[src/rtl/pool_pkg.sv]
// Shared types and helpers for the pooling PIPO buffer.
package pool_pkg;

  localparam int DEF_DATA_WIDTH = 16;
  localparam int DEF_REG_NUM    = 20;
  localparam int MAXW           = 64;

  typedef logic signed [DEF_DATA_WIDTH-1:0] lane_t;
  typedef lane_t row_t [DEF_REG_NUM];

  // Signed max on a wide container; callers sign-extend into MAXW bits
  // and truncate back, so it serves any lane width up to MAXW.
  function automatic logic signed [MAXW-1:0] smax(
    input logic signed [MAXW-1:0] a,
    input logic signed [MAXW-1:0] b
  );
    return (a > b) ? a : b;
  endfunction

endpackage

[src/rtl/pipo_bank.sv]
// One row of REG_NUM lane registers: synchronous clear, load (overwrite)
// and merge (lane-wise signed max with the incoming row).
module pipo_bank #(
  parameter int DATA_WIDTH = pool_pkg::DEF_DATA_WIDTH,
  parameter int REG_NUM    = pool_pkg::DEF_REG_NUM
) (
  input  logic                  clk,
  input  logic                  clr,
  input  logic                  load,
  input  logic                  merge,
  input  logic [DATA_WIDTH-1:0] din [REG_NUM],
  output logic [DATA_WIDTH-1:0] q   [REG_NUM]
);
  import pool_pkg::*;

  // Clear wins over load, load wins over merge.
  always_ff @(posedge clk) begin
    for (int i = 0; i < REG_NUM; i++) begin
      if (clr)
        q[i] <= '0;
      else if (load)
        q[i] <= din[i];
      else if (merge)
        q[i] <= DATA_WIDTH'(smax(MAXW'(signed'(q[i])), MAXW'(signed'(din[i]))));
    end
  end

endmodule

[src/rtl/pipo_pool_buf.sv]
// Multi-bank ping-pong PIPO between pooling window and write-back stages.
// NUM_BANKS row banks used as a ring; valid/ready on both sides so one
// bank fills while another drains.
// Optional: PIPO_POOL_MAX_MERGE_EN adds in_last and vertical max merging
// of successive rows into the open bank before it commits.
module pipo_pool_buf #(
  parameter int DATA_WIDTH = pool_pkg::DEF_DATA_WIDTH,
  parameter int REG_NUM    = pool_pkg::DEF_REG_NUM,
  parameter int NUM_BANKS  = 2
) (
  input  logic                          clk,
  input  logic                          nrst,
  input  logic                          in_valid,
`ifdef PIPO_POOL_MAX_MERGE_EN
  input  logic                          in_last,
`endif
  output logic                          in_ready,
  input  logic [DATA_WIDTH-1:0]         in_data  [REG_NUM],
  output logic                          out_valid,
  input  logic                          out_ready,
  output logic [DATA_WIDTH-1:0]         out_data [REG_NUM],
  output logic [$clog2(NUM_BANKS+1)-1:0] count
);
  localparam int PW = $clog2(NUM_BANKS);
  localparam int CW = $clog2(NUM_BANKS+1);

  logic [PW-1:0]         wr_ptr, rd_ptr;
  logic                  push, pop, commit;
  logic                  bank_clr;
  logic [NUM_BANKS-1:0]  bank_load, bank_merge;
  logic [DATA_WIDTH-1:0] bank_q [NUM_BANKS][REG_NUM];

  function automatic logic [PW-1:0] ptr_inc(input logic [PW-1:0] p);
    return (p == PW'(NUM_BANKS-1)) ? '0 : p + PW'(1);
  endfunction

  // Ready looks only at registered count; a same-cycle pop does not free a slot.
  assign in_ready  = (count < CW'(NUM_BANKS));
  assign out_valid = (count != '0);
  assign push      = in_valid && in_ready;
  assign pop       = out_valid && out_ready;
  assign bank_clr  = ~nrst;

`ifdef PIPO_POOL_MAX_MERGE_EN
  // Set once the bank at wr_ptr has taken its first row.
  logic open_q;

  assign commit = push && in_last;

  // First row into a fresh bank overwrites, later rows merge.
  always_comb begin
    bank_load          = '0;
    bank_merge         = '0;
    bank_load[wr_ptr]  = push && !open_q;
    bank_merge[wr_ptr] = push && open_q;
  end

  // Open flag tracks the partially merged bank.
  always_ff @(posedge clk) begin
    if (!nrst)       open_q <= 1'b0;
    else if (commit) open_q <= 1'b0;
    else if (push)   open_q <= 1'b1;
  end
`else
  assign commit = push;

  // Every push overwrites the bank at wr_ptr and commits.
  always_comb begin
    bank_load         = '0;
    bank_merge        = '0;
    bank_load[wr_ptr] = push;
  end
`endif

  // Pointer and occupancy bookkeeping.
  always_ff @(posedge clk) begin
    if (!nrst) begin
      wr_ptr <= '0;
      rd_ptr <= '0;
      count  <= '0;
    end else begin
      if (commit) wr_ptr <= ptr_inc(wr_ptr);
      if (pop)    rd_ptr <= ptr_inc(rd_ptr);
      if (commit && !pop)      count <= count + CW'(1);
      else if (!commit && pop) count <= count - CW'(1);
    end
  end

  for (genvar b = 0; b < NUM_BANKS; b++) begin : g_bank
    pipo_bank #(
      .DATA_WIDTH (DATA_WIDTH),
      .REG_NUM    (REG_NUM)
    ) u_bank (
      .clk   (clk),
      .clr   (bank_clr),
      .load  (bank_load[b]),
      .merge (bank_merge[b]),
      .din   (in_data),
      .q     (bank_q[b])
    );
  end

  // Head bank out through a mux, forced to zero when nothing is committed.
  always_comb begin
    for (int i = 0; i < REG_NUM; i++)
      out_data[i] = (count != '0) ? bank_q[rd_ptr][i] : '0;
  end

endmodule

[config.mk]
export PLATFORM = sky130hd
export DESIGN_NAME = pipo_pool_buf
export DESIGN_NICKNAME = d
export VERILOG_FILES = /design/src/rtl/pool_pkg.sv /design/src/rtl/pipo_bank.sv /design/src/rtl/pipo_pool_buf.sv
export SDC_FILE = /design/constraint.sdc
export NUM_CORES = 2
export LEC_CHECK = 0
export ABC_CLOCK_PERIOD_IN_PS = 4450
export CORE_AREA = 2 2 408 208
export CTS_CLUSTER_SIZE = 30
export DETAILED_ROUTE_END_ITERATION = 8
export DIE_AREA = 0 0 410 210
export SYNTH_ARGS = -nofsm -noshare
export SYNTH_HDL_FRONTEND = slang
export SYNTH_SLANG_ARGS = --single-unit
[constraint.sdc]
create_clock -name clk -period 4.45 [get_ports clk]
set_input_delay 0.6675 -clock clk [delete_from_list [all_inputs] [get_ports clk]]
set_output_delay 0.6675 -clock clk [all_outputs]
set_load 0.05 [all_outputs]
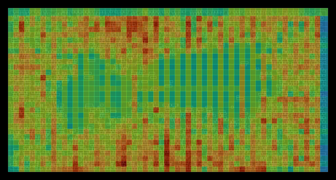
**Above:** track usage over the die.
GRT met3 Usage: 0.04441
final core occ: 0.4547
gr busiest metal: met2

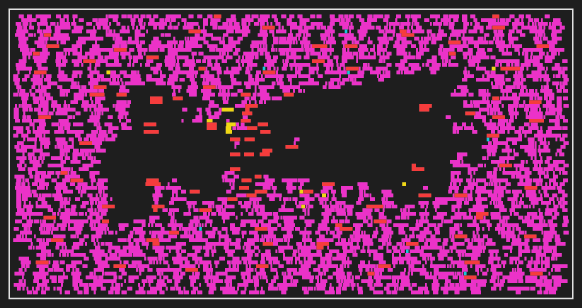
**Above:** sizing map.
| color | size | cells | share |
|---|---|---|---|
| yellow | x3 and x4 | 11 | 0.27% |
| red | x6 and larger | 115 | 2.9% |
| cyan | x2 | 7 | 0.17% |
| magenta | x1 and smaller | 3,876 | 97% |

==> results.tsv <==
metric	value	unit
status	finished, final reports clean	
Largest cell class	logic gates	
combinational fraction of design power	0.365	
simple share	0.2124	
Non-Clock Buffer Count	680	
yosys adder share	0.0004372	
clk buf depth	3	
WL met3	4.837	mm
most used logic cell in the final layout	nand2_1	
vias in the first global route	23194	
mi-comb count	2578	
initial antenna violation count	17	
Seq area share	0.3431	
final period utilization	0.8532	
Syn. warnings	0	
Synth Seq Share	0.4505	
CP peak stage delay	740	ps
Die W	410	um
EDFF count, synth	0	
Worst Setup Slack post-DPL	1270	ps
Combinational Power	6.97	mW
grt met1 use	0.2815	
Layout non-clock buf frac	0.1883	
post-synthesis instance total	3510	
leakage	12.84	nW
Reg power frac	0.352	
clock network fraction of design power	0.283	
DR WL met2	39.50	mm
crit path DRT	3780	ps
Syn Nets	3835	
Crit Path Max Fanout	62	
flops & latches, synth	644	
Worst path depth	4	
dpl cell area	35550	um2
cts bufs inserted	58	
CP max stage cell	clkdlybuf4s50_1	
leading post-synthesis cells by instance count	nand2_1, dfxtp_1, a21boi_0, nor2_1, mux2i_1	
# diodes	9	
Multiplexer share	0.1119	
power per cell area	508.2	nW/um2
total chip power	19.10	mW
GRT Util Overall	0.1984	
area leader, netlist	dfxtp_1	
Logic cell area	14170	um2
most common cell in the netlist	nand2_1	
main flop type	dfxtp_1	
startpoint class of the critical path	flip-flop	
Vias	24385	
worst hold margin	451.2	ps
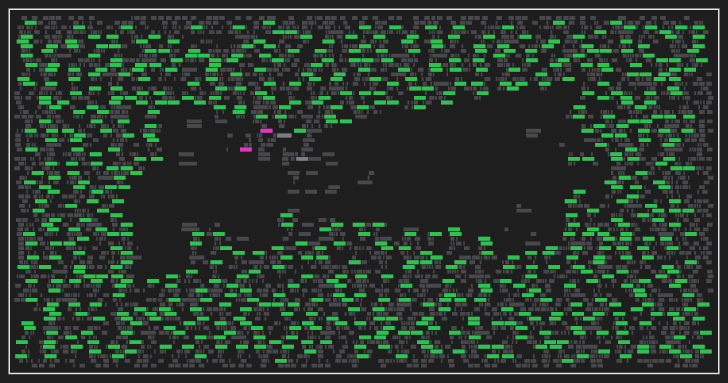
**Above:** register map, names as in the netlist.
Other sequential cells in the stronger gray, the rest of the logic in the fainter gray.
| color | name in the netlist | sequential cells |
|---|---|---|
| green | `g_bank.u_bank.q` | 640 |
| magenta | `count` | 2 |
not colored: 2

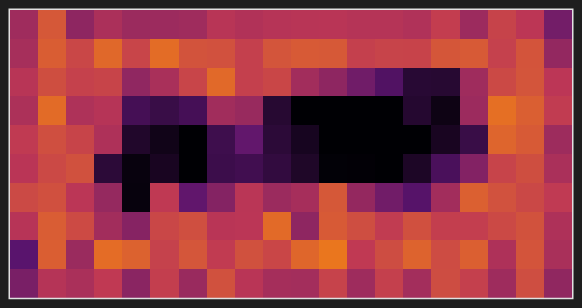
**Above:** cell area per tile.
20 x 10 tiles, from black (low) to pale yellow (high), 0 to 100% covered.
emptiest ninth of the die: center
mean over tiles: 42%
fullest tile: 68%
nearly empty tiles: 6.5%
starting density of the core: 0.3462
CORE AREA: 82,670 um2

No activity file was given, so power comes from the tool's default toggle rates.
